**config.mk**
```make
export PLATFORM = sky130hd
export DESIGN_NAME = uart_tx_fifo_flat
export DESIGN_NICKNAME = d
export VERILOG_FILES = /design/src/rtl/uart_tx_fifo_if.sv /design/src/rtl/uart_tx_fifo.sv /design/src/flat_wrapper.sv
export SDC_FILE = /design/constraint.sdc
export NUM_CORES = 1
export LEC_CHECK = 0
export ABC_AREA = 1
export CORE_ASPECT_RATIO = 1.25
export CORE_MARGIN = 5
export CORE_UTILIZATION = 59
export CTS_BUF_LIST = sky130_fd_sc_hd__clkbuf_8
export CTS_CLUSTER_DIAMETER = 50
export DETAILED_ROUTE_END_ITERATION = 8
export PLACE_DENSITY = 0.9
export SLEW_MARGIN = 10
export SYNTH_ARGS = -nofsm -noshare
export SYNTH_HDL_FRONTEND = slang
export SYNTH_SLANG_ARGS = --single-unit
```
**constraint.sdc**
```tcl
create_clock -name clk -period 3 [get_ports clk]
set_input_delay 0.45 -clock clk [delete_from_list [all_inputs] [get_ports clk]]
set_output_delay 0.45 -clock clk [all_outputs]
set_load 0.01 [all_outputs]
```
**src/rtl/uart_tx_fifo_if.sv**
```systemverilog
// Word handshake between a system-side producer and the UART transmitter FIFO.
//   P_DATA     : word to transmit (DATA_WIDTH bits)
//   DATA_valid : producer requests a push of P_DATA
//   DATA_ready : FIFO can accept a word this cycle (not full)
// The master modport is the producer; the slave modport is the transmitter.
interface uart_tx_fifo_if #(
    parameter int DATA_WIDTH = 8
);
    logic [DATA_WIDTH-1:0] P_DATA;
    logic                  DATA_valid;
    logic                  DATA_ready;

    modport master (
        output P_DATA,
        output DATA_valid,
        input  DATA_ready
    );

    modport slave (
        input  P_DATA,
        input  DATA_valid,
        output DATA_ready
    );
endinterface

```
**src/rtl/uart_tx_fifo.sv**
```systemverilog
// Parametrised UART transmitter with an input FIFO.
// Words pushed through the word_bus handshake are queued and sent as
// start / DATA_WIDTH data bits (LSB first) / optional parity / 1 or 2 stop bits.
// Frame configuration is captured when a word leaves the FIFO, so changes to the
// config inputs only affect frames that have not started yet.
// Ports:
//   clk        : system clock, rising edge
//   rst_n      : asynchronous active-low reset
//   word_bus   : P_DATA / DATA_valid in, DATA_ready out (DATA_ready = FIFO not full)
//   PAR_EN     : append a parity bit
//   PAR_TYP    : 0 even parity, 1 odd parity
//   STOP2      : 0 one stop bit, 1 two stop bits
//   PRESCALE   : clocks per bit, 0 treated as 1
//   TX_OUT     : serial line, idle high
//   busy       : a frame is on the line
//   fifo_count : number of queued words
//   overrun    : one-cycle pulse after a push was attempted while full
module uart_tx_fifo #(
    parameter int DATA_WIDTH = 8,
    parameter int FIFO_DEPTH = 4,
    parameter int PRESC_W    = 16
) (
    input  logic                          clk,
    input  logic                          rst_n,
    uart_tx_fifo_if.slave                 word_bus,
    input  logic                          PAR_EN,
    input  logic                          PAR_TYP,
    input  logic                          STOP2,
    input  logic [PRESC_W-1:0]            PRESCALE,
    output logic                          TX_OUT,
    output logic                          busy,
    output logic [$clog2(FIFO_DEPTH):0]   fifo_count,
    output logic                          overrun
);
    localparam int AW = $clog2(FIFO_DEPTH);
    localparam int CW = AW + 1;
    localparam int IW = $clog2(DATA_WIDTH);

    localparam logic [2:0] ST_IDLE   = 3'd0;
    localparam logic [2:0] ST_START  = 3'd1;
    localparam logic [2:0] ST_DATA   = 3'd2;
    localparam logic [2:0] ST_PARITY = 3'd3;
    localparam logic [2:0] ST_STOP   = 3'd4;

    // FIFO storage and bookkeeping
    logic [DATA_WIDTH-1:0] mem [FIFO_DEPTH];
    logic [AW-1:0]         wr_ptr_reg;
    logic [AW-1:0]         rd_ptr_reg;
    logic [CW-1:0]         count_reg;
    logic [CW-1:0]         count_next;
    logic                  ready_reg;
    logic                  overrun_reg;

    // Frame state
    logic [2:0]            state_reg;
    logic                  tx_reg;
    logic                  busy_reg;
    logic [PRESC_W-1:0]    cnt_reg;
    logic [PRESC_W-1:0]    presc_m1_reg;
    logic [DATA_WIDTH-1:0] shift_reg;
    logic [IW-1:0]         idx_reg;
    logic                  par_en_reg;
    logic                  par_bit_reg;
    logic                  stop2_reg;
    logic                  stop_second_reg;

    logic                  push;
    logic                  pop;
    logic                  fifo_empty;
    logic                  bit_end;
    logic                  frame_done;
    logic [DATA_WIDTH-1:0] head;
    logic [PRESC_W-1:0]    load_cnt;

    assign push       = word_bus.DATA_valid & ready_reg;
    assign fifo_empty = (count_reg == '0);
    assign bit_end    = (cnt_reg == '0);
    // Last clock of the final stop bit
    assign frame_done = (state_reg == ST_STOP) && bit_end && (!stop2_reg || stop_second_reg);
    // A new frame is loaded either from idle or seamlessly at the end of the previous one
    assign pop        = !fifo_empty && ((state_reg == ST_IDLE) || frame_done);
    assign head       = mem[rd_ptr_reg];
    // Down-counter reload: bit lasts max(PRESCALE,1) clocks
    assign load_cnt   = (PRESCALE == '0) ? '0 : PRESCALE - 1'b1;

    always_comb begin
        count_next = count_reg;
        case ({push, pop})
            2'b10:   count_next = count_reg + 1'b1;
            2'b01:   count_next = count_reg - 1'b1;
            default: count_next = count_reg;
        endcase
    end

    always_ff @(posedge clk) begin
        if (push) begin
            mem[wr_ptr_reg] <= word_bus.P_DATA;
        end
    end

    always_ff @(posedge clk or negedge rst_n) begin
        if (!rst_n) begin
            wr_ptr_reg  <= '0;
            rd_ptr_reg  <= '0;
            count_reg   <= '0;
            ready_reg   <= 1'b1;
            overrun_reg <= 1'b0;
        end else begin
            if (push) begin
                wr_ptr_reg <= wr_ptr_reg + 1'b1;
            end
            if (pop) begin
                rd_ptr_reg <= rd_ptr_reg + 1'b1;
            end
            count_reg   <= count_next;
            // Registered so DATA_ready reflects the count after this edge
            ready_reg   <= (count_next != CW'(FIFO_DEPTH));
            overrun_reg <= word_bus.DATA_valid & ~ready_reg;
        end
    end

    always_ff @(posedge clk or negedge rst_n) begin
        if (!rst_n) begin
            state_reg       <= ST_IDLE;
            tx_reg          <= 1'b1;
            busy_reg        <= 1'b0;
            cnt_reg         <= '0;
            presc_m1_reg    <= '0;
            shift_reg       <= '0;
            idx_reg         <= '0;
            par_en_reg      <= 1'b0;
            par_bit_reg     <= 1'b0;
            stop2_reg       <= 1'b0;
            stop_second_reg <= 1'b0;
        end else if (pop) begin
            // Capture word and configuration; the start bit begins on this edge
            state_reg       <= ST_START;
            tx_reg          <= 1'b0;
            busy_reg        <= 1'b1;
            cnt_reg         <= load_cnt;
            presc_m1_reg    <= load_cnt;
            shift_reg       <= head;
            idx_reg         <= '0;
            par_en_reg      <= PAR_EN;
            par_bit_reg     <= (^head) ^ PAR_TYP;
            stop2_reg       <= STOP2;
            stop_second_reg <= 1'b0;
        end else if (state_reg != ST_IDLE) begin
            if (!bit_end) begin
                cnt_reg <= cnt_reg - 1'b1;
            end else begin
                cnt_reg <= presc_m1_reg;
                case (state_reg)
                    ST_START: begin
                        state_reg <= ST_DATA;
                        idx_reg   <= '0;
                        tx_reg    <= shift_reg[0];
                    end
                    ST_DATA: begin
                        if (idx_reg == IW'(DATA_WIDTH - 1)) begin
                            if (par_en_reg) begin
                                state_reg <= ST_PARITY;
                                tx_reg    <= par_bit_reg;
                            end else begin
                                state_reg       <= ST_STOP;
                                tx_reg          <= 1'b1;
                                stop_second_reg <= 1'b0;
                            end
                        end else begin
                            idx_reg   <= idx_reg + 1'b1;
                            shift_reg <= shift_reg >> 1;
                            tx_reg    <= shift_reg[1];
                        end
                    end
                    ST_PARITY: begin
                        state_reg       <= ST_STOP;
                        tx_reg          <= 1'b1;
                        stop_second_reg <= 1'b0;
                    end
                    ST_STOP: begin
                        if (stop2_reg && !stop_second_reg) begin
                            stop_second_reg <= 1'b1;
                        end else begin
                            // FIFO empty here, otherwise pop would have reloaded a frame
                            state_reg <= ST_IDLE;
                            busy_reg  <= 1'b0;
                            tx_reg    <= 1'b1;
                        end
                    end
                    default: begin
                        state_reg <= ST_IDLE;
                        busy_reg  <= 1'b0;
                        tx_reg    <= 1'b1;
                    end
                endcase
            end
        end
    end

    assign word_bus.DATA_ready = ready_reg;
    assign TX_OUT              = tx_reg;
    assign busy                = busy_reg;
    assign fifo_count          = count_reg;
    assign overrun             = overrun_reg;
endmodule

```
**src/flat_wrapper.sv**
```systemverilog
// flat-port wrapper written by rule: the top's interface ports become plain ports
module uart_tx_fifo_flat 
#(
    parameter int DATA_WIDTH = 8,
    parameter int FIFO_DEPTH = 4,
    parameter int PRESC_W    = 16
)
  (clk, rst_n, PAR_EN, PAR_TYP, STOP2, PRESCALE, TX_OUT, busy, fifo_count, overrun, word_bus_P_DATA, word_bus_DATA_valid, word_bus_DATA_ready);
  uart_tx_fifo_if #(.DATA_WIDTH(DATA_WIDTH)) word_bus_i ();
  input  logic clk;
  input  logic rst_n;
  input  logic PAR_EN;
  input  logic PAR_TYP;
  input  logic STOP2;
  input  logic [PRESC_W-1:0] PRESCALE;
  output logic TX_OUT;
  output logic busy;
  output logic [$clog2(FIFO_DEPTH):0] fifo_count;
  output logic overrun;
  input wire logic [$bits(word_bus_i.P_DATA)-1:0] word_bus_P_DATA;
  input wire logic [$bits(word_bus_i.DATA_valid)-1:0] word_bus_DATA_valid;
  output wire logic [$bits(word_bus_i.DATA_ready)-1:0] word_bus_DATA_ready;
  assign word_bus_i.P_DATA = word_bus_P_DATA;
  assign word_bus_i.DATA_valid = word_bus_DATA_valid;
  assign word_bus_DATA_ready = word_bus_i.DATA_ready;
  uart_tx_fifo #(.DATA_WIDTH(DATA_WIDTH), .FIFO_DEPTH(FIFO_DEPTH), .PRESC_W(PRESC_W)) u_core (.clk(clk), .rst_n(rst_n), .word_bus(word_bus_i), .PAR_EN(PAR_EN), .PAR_TYP(PAR_TYP), .STOP2(STOP2), .PRESCALE(PRESCALE), .TX_OUT(TX_OUT), .busy(busy), .fifo_count(fifo_count), .overrun(overrun));
endmodule
```
==> GITHUB_STEP_SUMMARY <==
## PnR job results

| Metric | Value |
|---|---|
| Status | `finished, final reports clean` |
| Ys async rst share | `between 60% and 70%` |
| Clk root buf | `clkbuf_8` |
| Routed Antenna Nets | `0` |
| Most common cell in the netlist | `nand2_1` |
| Finished Layout Cells | `850` |
| Drt first pass iters | `5` |
| Ports | `37` |
| Buffers plus inverters on the worst setup path | `3` |
| # rows | `38` |
| Synth area leader | `dfrtp_1` |
| Sequential share of the synthesized area | `47.5%` |
| Unique cell types | `34` |
| Yosys Instances | `690` |
| P_clk | `just over 0.0007 W` |
| Clock sink count | `93` |
| Max Root-Sink Buffers | `2` |
| Max_slew headroom | `47.9%` |
| Total gr overflow | `0` |
| Post-route DRC | `0` |
| Die area | `10900 µm²` |
| Logic pwr share | `51.1%` |
| Vias in the first global route | `roughly 4500` |
| Final Hold Vio Count | `0` |
| Hold Crit Class | `in2async` |
| Drt wl/cell | `13.1 µm` |
| Crit Path Class | `reg2reg` |
| Initial antenna violation count | `0` |
| Worst setup EP type | `flip-flop` |
| RSZ-0062 raised after global routing | `false` |
| EDFF count, synth | `32` |
| FILL cells | `686` |
| Initial DRC Count | `356` |
| Inst Count DP | `between 800 and 900` |
| Critical path's most frequent cell | `nand2_2` |
| Top cells by area | `dfrtp_1, nand2_1, edfxtp_1` |
| Flop+latch power | `0.00211 W` |
| Worst vdd ir | `approximately 0.78 mV` |
| Crit path max-delay family | `adder cells` |
| Crit path DRT | `3.29 ns` |
| Crit-path slowest cell | `dfrtp_1` |
| Count of final setup violators | `0` |
| Count of tool warnings | `29` |
| FP Util | `between 60 and 70%` |
| Top power group | `combinational cells` |
| Latency at later pin | `0.37 ns` |
| Antenna diodes | `0` |
| Via Count | `roughly 4500` |
| Placement Cell Area | `5680 µm²` |
| Clock Skews | `0.00947 ns` |
| First-pass GRT wire length | `19.3 mm` |
| Final worst slack | `0.403 ns` |
| Reg power frac | `around 37%` |
| Post-Syn Area per Cell | `7.60 µm²` |
| Chip Area, Yosys | `5250 µm²` |
| Commonest Layout Cell | `nand2_1` |
| Most frequent cells in the layout | `nand2_1, inv_1, nor2_1` |
| Cells after Synth | `690` |
| Clock-pin slew on the worst setup and hold paths | `0.09 ns` |
| Pre-CTS WS | `roughly 0.3 ns` |
| Worst-Margin Slew | `0.778 ns` |
| Lkg Pwr | `around 2.9 nW` |
| CTS tree | `yes` |
| Largest net degree at the start of global routing | `40` |
| Power density over the cells | `982 nW/µm²` |
| Slew Limit Fails | `0` |
| Sw Ratio | `46.0%` |
| CP arrival | `~2.9 ns` |
| Slowest stage delay, CP | `approximately 0.40 ns` |
| CTS Buf Count | `9` |
| Core Util, Final | `approximately two thirds` |
| Comb pwr | `0.00294 W` |
| Vias per cell | `~5.3` |
| Storage cell area | `2490 µm²` |
| Post-Route WL | `~11 mm` |
| Fmax | `approximately 390 MHz` |
| Yosys warning total | `0` |
| Post-route setup TNS | `0 ns` |
| Synth Register Bits | `93` |
| Routability cong. | `0.878` |
| Top_reg_cell synth | `dfrtp_1` |
| Max-area cell share | `28.1%` |
| Psw | `0.00265 W` |
| Core area | `8700 µm²` |
| Die width | `94.3 µm` |
| Final min period | `2.60 ns` |
| Clock share of power | `12.3%` |
| Layout Area Growth over Synthesis | `11.7%` |
| Power Total | `0.00575 W` |
| Layout cells sized above 1 | `5.21%` |
| Hold buffer count at cts | `0` |
| MaxCap Viol Count | `0` |
| Die height | `about 120 µm` |
| Largest register FFs | `32` |
| Internal power | `0.00311 W` |
| Multi-input logic area | `2340 µm²` |
| Nets | `765` |
| Buffers added on ports | `36` |
| Hpwl dp | `7.99 mm` |
| Critical-path cell list | `inv_1 > ha_1 > nand2_2 > nor2_4 > nand4_4 > nand2_2 > nand2_2 > inv_2 > ha_1 > inv_1 > fa_1 > a21oi_1 > o21ai_0 > xnor2_1 > nand2_1` |
| Crit path max fanout | `5` |
| Cycle use final | `just under 90%` |
| Mapped cell area | `between 5000 and 6000 µm²` |
| Floorplan Nets | `730` |
| Worst Setup Start Kind | `flip-flop` |
| Final Instance Area | `around 6000 µm²` |
| H-tree depth | `3` |
| Post-synth top cells | `nand2_1, inv_1, nor2_1` |
| Worst hold margin | `0.119 ns` |
## routing by layer
| metal | vias to the layer above | wire, µm | track usage, % |
|---|---|---|---|
| li1 | 2249 | - | - |
| met1 | 2085 | 4460 | 25.8 |
| met2 | 148 | 5930 | 40.5 |
| met3 | 23 | 538 | 4.22 |
| met4 | 0 | 227 | 8.67 |
| met5 | - | 0 | 0 |
## cell type report
class	count	share of cell area [%]
Inverter	76	4.87
Clock buffer	9	2.11
Multi-Input combinational cell	501	40.0
Timing Repair Buffer	44	7.30
Clock inverter	7	0.619
Tap cell	120	2.56
Sequential cell	93	42.5
## worst paths after layout
| kind | cells after the start | endpoint | from | slack (ns) |
|---|---|---|---|---|
| setup / recovery | 15 | u_core.word_bus.DATA_ready | u_core.cnt_reg[0] | 0.40 |
| hold / removal | 1 | u_core.presc_m1_reg[13] | rst_n | 0.12 |
| setup reg to reg | 15 | u_core.word_bus.DATA_ready | u_core.cnt_reg[0] | 0.40 |
| hold reg to reg | 2 | u_core.shift_reg[0] | u_core.shift_reg[0] | 0.48 |
| max in group asynchronous | 2 | u_core.word_bus.DATA_ready | rst_n | 2.20 |
| min in group clk | 2 | u_core.shift_reg[0] | u_core.shift_reg[0] | 0.48 |
## kinds of logic after synthesis
group	count (synthesis)	share of synthesized area, %
buffers and inverters	96	7.82
AND-OR/OR-AND	66	6.54
flip-flops	93	47.5
adder cells (fa/ha/maj)	10	2.53
XOR/XNOR	22	3.67
AND/OR/NAND/NOR	403	32.0
## timing repair
| action | in CTS | in global routing |
|---|---|---|
| setup endpoints to repair | 0 | 1 |
| buffers inserted | 0 | 2 |
| gates resized | 0 | 0 |
Figure 1. Gate-type map.
Drawn at 4 px/µm.
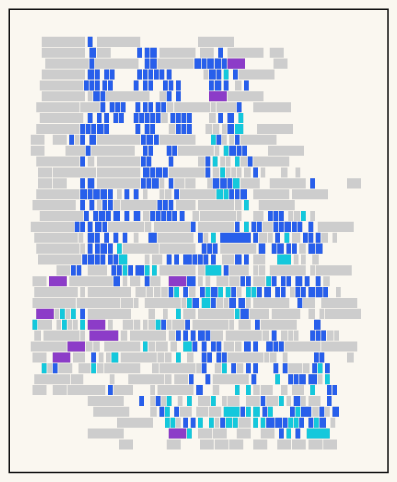
- nor cells: cyan (cells 77)
- fa/ha/maj cells: purple (cells 10)
- nand cells: blue (cells 325)

Figure 2. Track usage over the die.
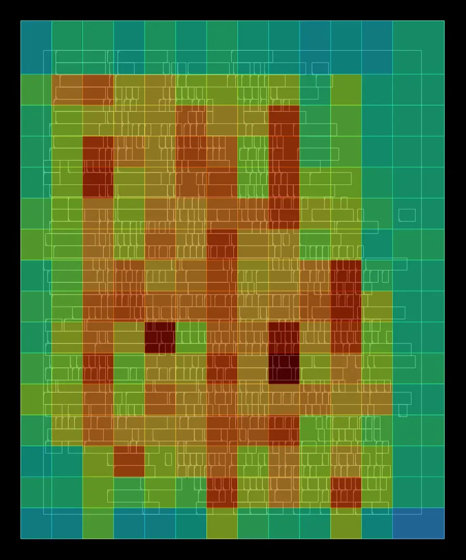
gr usage total: 22.3%
grt met2 use: 40.5%

Figure 3. Signal wires on met4.
Drawn at 4 px/µm. Supply wires on this layer in gray.
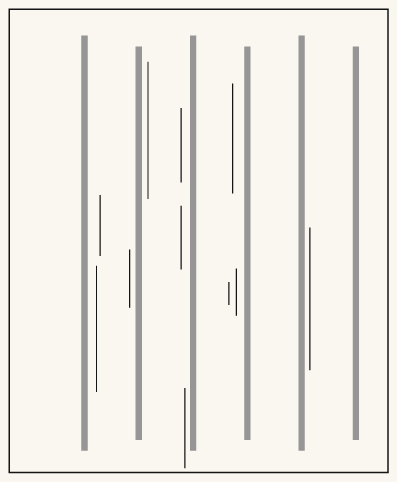
- nets with wire on the layer: 8
- share of all routed wire: 2.0%

Power figures rest on the tool's default switching activity, not on a simulated workload.
